File: config.mk
export PLATFORM = sky130hd
export DESIGN_NAME = pipe_skid_stage
export DESIGN_NICKNAME = d
export VERILOG_FILES = /design/src/rtl/pipe_skid_stage.sv
export SDC_FILE = /design/constraint.sdc
export NUM_CORES = 1
export LEC_CHECK = 0
export ABC_CLOCK_PERIOD_IN_PS = 2500
export CORE_ASPECT_RATIO = 1.5
export CORE_MARGIN = 4
export CORE_UTILIZATION = 35
export CTS_CLUSTER_SIZE = 10
export DETAILED_ROUTE_END_ITERATION = 8
export GPL_TIMING_DRIVEN = 0
export PLACE_DENSITY = 0.69
export REMOVE_ABC_BUFFERS = 1
export SLEW_MARGIN = 10
export SYNTH_ARGS = -nofsm -noshare
export SYNTH_HDL_FRONTEND = slang
export SYNTH_SLANG_ARGS = --single-unit
export TNS_END_PERCENT = 100
File: constraint.sdc
create_clock -name clk -period 2.5 [get_ports clk]
set_input_delay 0.375 -clock clk [delete_from_list [all_inputs] [get_ports clk]]
set_output_delay 0.375 -clock clk [all_outputs]
set_load 0.02 [all_outputs]
File: src/rtl/pipe_skid_stage.sv
// ============================================================================
// pipe_skid_stage : elastic valid/ready pipeline stage with a 2-entry skid
//                   buffer, registered in_ready/out_valid and synchronous flush.
// Optional: define PIPE_SKID_STATS_EN to add a saturating stall counter.
// Revision: 1.0 - initial release
// ============================================================================
`default_nettype none

module pipe_skid_stage #(
    parameter int WIDTH      = 32,
    parameter bit FLUSH_ZERO = 1'b1,
    parameter int CNT_W      = 16
) (
    input  logic             clk,
    input  logic             rst,
    input  logic             flush,
    input  logic             in_valid,
    output logic             in_ready,
    input  logic [WIDTH-1:0] in_data,
    output logic             out_valid,
    input  logic             out_ready,
    output logic [WIDTH-1:0] out_data,
    output logic [1:0]       occupancy
`ifdef PIPE_SKID_STATS_EN
    ,
    output logic [CNT_W-1:0] stall_cnt
`endif
);

    typedef enum logic [1:0] {
        EMPTY = 2'd0,
        BUSY  = 2'd1,
        FULL  = 2'd2
    } state_t;

    state_t             state_q, state_d;
    logic [WIDTH-1:0]   main_q, main_d;
    logic [WIDTH-1:0]   skid_q, skid_d;
    logic               in_ready_q, out_valid_q;
    logic [1:0]         occupancy_q, occupancy_d;

    if (WIDTH < 1) begin : g_bad_width
        $error("pipe_skid_stage: WIDTH must be >= 1");
    end

    if (CNT_W < 1) begin : g_bad_cnt_w
        $error("pipe_skid_stage: CNT_W must be >= 1");
    end

    always_comb begin
        state_d = state_q;
        main_d  = main_q;
        skid_d  = skid_q;
        if (flush) begin
            state_d = EMPTY;
            if (FLUSH_ZERO) begin
                main_d = '0;
                skid_d = '0;
            end
        end else begin
            unique case (state_q)
                EMPTY: begin
                    if (in_valid) begin
                        main_d  = in_data;
                        state_d = BUSY;
                    end
                end
                BUSY: begin
                    unique case ({in_valid, out_ready})
                        2'b11: main_d = in_data;
                        2'b10: begin
                            skid_d  = in_data;
                            state_d = FULL;
                        end
                        2'b01: state_d = EMPTY;
                        default: state_d = BUSY;
                    endcase
                end
                FULL: begin
                    // in_ready is low here, so only the skid entry moves up
                    if (out_ready) begin
                        main_d  = skid_q;
                        state_d = BUSY;
                    end
                end
                default: state_d = EMPTY;
            endcase
        end
    end

    always_comb begin
        unique case (state_d)
            BUSY:    occupancy_d = 2'd1;
            FULL:    occupancy_d = 2'd2;
            default: occupancy_d = 2'd0;
        endcase
    end

    always_ff @(posedge clk or posedge rst) begin
        if (rst) begin
            state_q     <= EMPTY;
            main_q      <= '0;
            skid_q      <= '0;
            in_ready_q  <= 1'b1;
            out_valid_q <= 1'b0;
            occupancy_q <= 2'd0;
        end else begin
            state_q     <= state_d;
            main_q      <= main_d;
            skid_q      <= skid_d;
            in_ready_q  <= (state_d != FULL);
            out_valid_q <= (state_d != EMPTY);
            occupancy_q <= occupancy_d;
        end
    end

    assign in_ready  = in_ready_q;
    assign out_valid = out_valid_q;
    assign out_data  = main_q;
    assign occupancy = occupancy_q;

`ifdef PIPE_SKID_STATS_EN
    logic [CNT_W-1:0] stall_cnt_q, stall_cnt_d;

    always_comb begin
        stall_cnt_d = stall_cnt_q;
        if (out_valid_q && !out_ready && !(&stall_cnt_q)) begin
            stall_cnt_d = stall_cnt_q + 1'b1;
        end
    end

    always_ff @(posedge clk or posedge rst) begin
        if (rst) begin
            stall_cnt_q <= '0;
        end else begin
            stall_cnt_q <= stall_cnt_d;
        end
    end

    assign stall_cnt = stall_cnt_q;

`ifndef SYNTHESIS
    always @(posedge clk) begin
        if (!rst && state_d == FULL && state_q != FULL) begin
            $display("%0t pipe_skid_stage: FULL entry, occupancy=%0d", $time, occupancy_d);
        end
    end
`endif
`else
`endif

endmodule

`default_nettype wire
Fig. 1: run 1, sequential cells colored by netlist name
Other sequential cells in the stronger gray, the rest of the logic in the fainter gray.
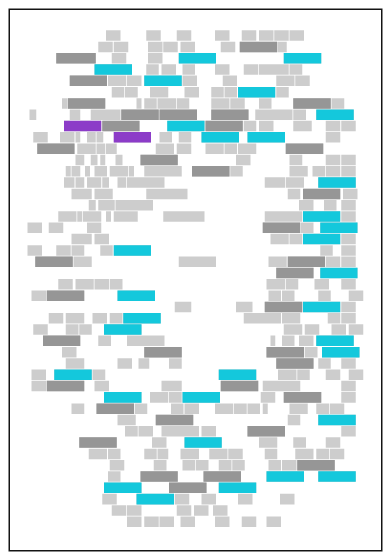
- purple: `state_q` (placed flops 2)
- cyan: `skid_q` (placed flops 32)

Fig. 2: run 1, signal wires by layer
Two of the layers only.
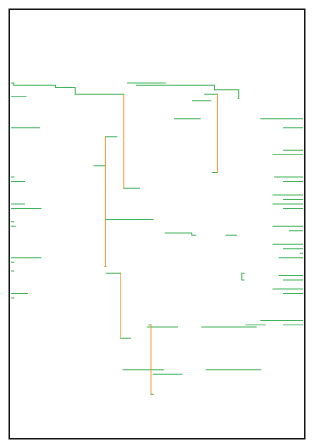
- orange: M4 (wire length 133 um)
- green: M3 (wire length 431 um)

Fig. 3: run 1, I/O nets highlighted
The bar under the picture is 20 um long.
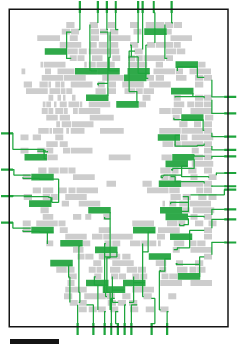
- green: `out_data` (direction output; end cells 32; buffers 32; wire 996 um)

==> changes_impl.md, run 1 <==
## Implementation

* Chip Width at 89.3 um
* Seq. cell area at 1750 um2
* M3 GR Usage at 2.46%
* Grt ovf at 0
* Final setup vio count at 0
* Inverters at 5
* DR vias at 2606
* Reg2Reg Setup Slack at 0.18 ns
* CTS tree: built
* CP startpoint kind: flop
* Yosys cell count at 269
* Adder share at 2.16%
* Per-cell routed wire length at 20.6 um
* Area leader, netlist: dfrtp_1
* Final ANT Viol Nets at 0
* Fillers at 866
* Post-layout min period at 2.32 ns
* Status: completed
* Worst Path Arrival at 2.51 ns
* Setup Buffers After CTS at 0
* Hpwl dp at 5.45 mm
* Top cell excl fill/tap: clkdlybuf4s50_1
* Logic area at 1570 um2
* Buffers, non-clock at 76
* Syn Inst Count at 269
* Xor/xnor share at 0%
* Post-synth seq share at 50.5%
* Cts repair resizes at 5
Fig. 4: run 1, placement view
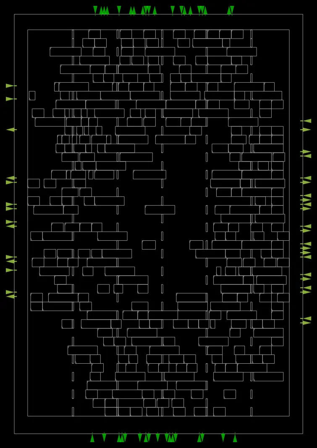

--- run 2 (diff from run 1) ---
Settings changed: CORE_MARGIN 4 to default.
Fig. 5: run 2, placement view
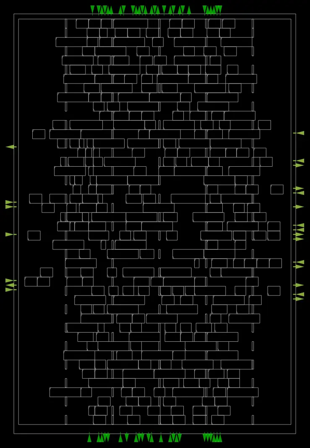
Fillers: 862
Tapcells: 115
flop count: 70
Seq area share: 38.1%
Cell Rows: 44

Fig. 6: run 2, sequential cells colored by netlist name
Other sequential cells in the stronger gray, the rest of the logic in the fainter gray.
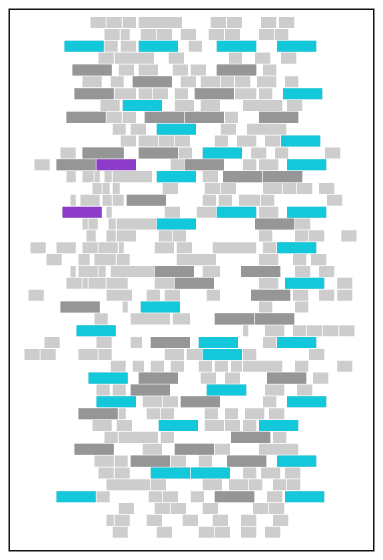
Seq power: 0.00132 W
Seq. cell area: 1750 um2
post-layout util: 47.8%

==> run 2 against run 1 <==
Sequential power about the same; global-route usage rose by 1.8 points; total power is 1.9% higher; setup slack improved by 0.011 ns; cell count up 0.23%; die size is 11% lower; combinational power grew 1%; synthesized cell count is the same; clock-buffer cell count fell by 1; utilization up 0.62 points; clock skew increased by 0.0023 ns; first-iteration DRC count fell by 1.8%; critical endpoint is now out_data[16]$_DFFE_PP0P_; largest cell class unchanged; largest power group unchanged; highest routed layer unchanged.
==> changes_impl.md, run 2 <==
## Implementation

* Status: completed
* Per-cell routed wire length at 20.9 um (+1.1%)
* Top cell excl fill/tap: clkdlybuf4s50_1
* Setup Buffers After CTS at 0 (unchanged)
* Post-layout min period at 2.31 ns (-0.0110 ns)
* Reg2Reg Setup Slack at 0.19 ns (about the same)
* Chip Width at 83.3 um (-6.7%)
* Post-synth seq share at 50.5% (unchanged)
* Logic area at 1570 um2 (unchanged)
* M3 GR Usage at 3.45% (+0.98 points)
* DR vias at 2660 (+2.1%)
* Syn Inst Count at 269 (unchanged)
* Buffers, non-clock at 76 (unchanged)
* CP startpoint kind: flop
* Inverters at 5 (unchanged)
* Final ANT Viol Nets at 0 (unchanged)
* Xor/xnor share at 0% (unchanged)
* Final setup vio count at 0 (unchanged)
* Adder share at 2.16% (unchanged)
* Grt ovf at 0 (unchanged)
* Yosys cell count at 269 (unchanged)
* Hpwl dp at 5.51 mm (+1.1%)
Fig. 7: run 2, I/O nets highlighted
The bar under the picture is 20 um long.
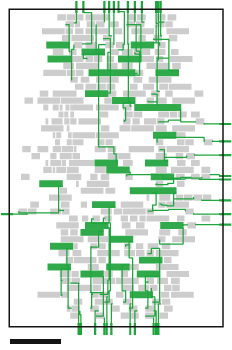

--- run 3 (diff from run 2) ---
Settings changed: ABC_CLOCK_PERIOD_IN_PS 2500 to 2000, PLACE_DENSITY 0.69 to 0.72.
Clock period 2.5 ns to 2 ns, I/O delays scaled along.
Fig. 8: run 3, I/O nets highlighted
The bar under the picture is 20 um long.
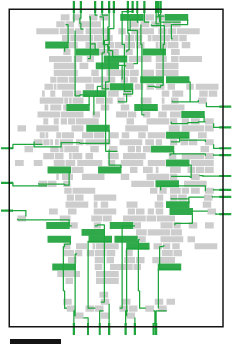
- green: `out_data` (direction output; end cells 32; buffers 32; wire 1110 um)

==> run 3 against run 2 <==
Setup slack worse by 0.12 ns; sequential share of layout area is 0.83 points lower; via count increased by 3.3%.
==> changes_impl.md, run 3 <==
## Implementation

* Syn Inst Count at 269 (unchanged)
* M3 GR Usage at 4.37% (+0.93 points)
* Top cell excl fill/tap: clkdlybuf4s50_1
* Final setup vio count at 0 (unchanged)
* Seq power at 0.00165 W (+25%)
* Post-synth seq share at 50.5% (unchanged)
* Final ANT Viol Nets at 0 (unchanged)
* Post-layout util at 48.9% (+1.1 points)
* Yosys cell count at 269 (unchanged)
* CP startpoint kind: flop
* Tapcells at 115 (unchanged)
* Chip Width at 83.3 um (unchanged)
* Flop count at 70 (unchanged)
* Reg2Reg Setup Slack at 0.07 ns (-0.12 ns)
* Cell Rows at 44 (unchanged)
* Status: completed
* Seq area share at 37.3% (-0.83 points)
* Buffers, non-clock at 81 (+6.6%)
* Xor/xnor share at 0% (unchanged)
* Adder share at 2.16% (unchanged)
* Fillers at 828 (-3.9%)
* Hpwl dp at 5.53 mm (+0.42%)
Fig. 9: run 3, signal wires by layer
Two of the layers only.
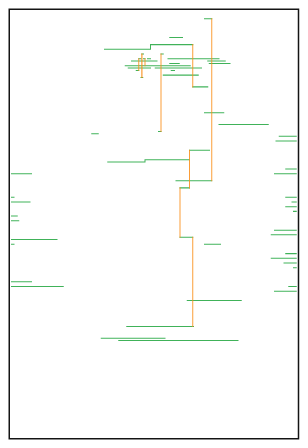
DRT Wirelength: 10.0 mm
DR vias: 2749
per-cell routed wire length: 22.1 um
total track usage: 19.1%

Power is estimated from default activity; no workload was simulated.
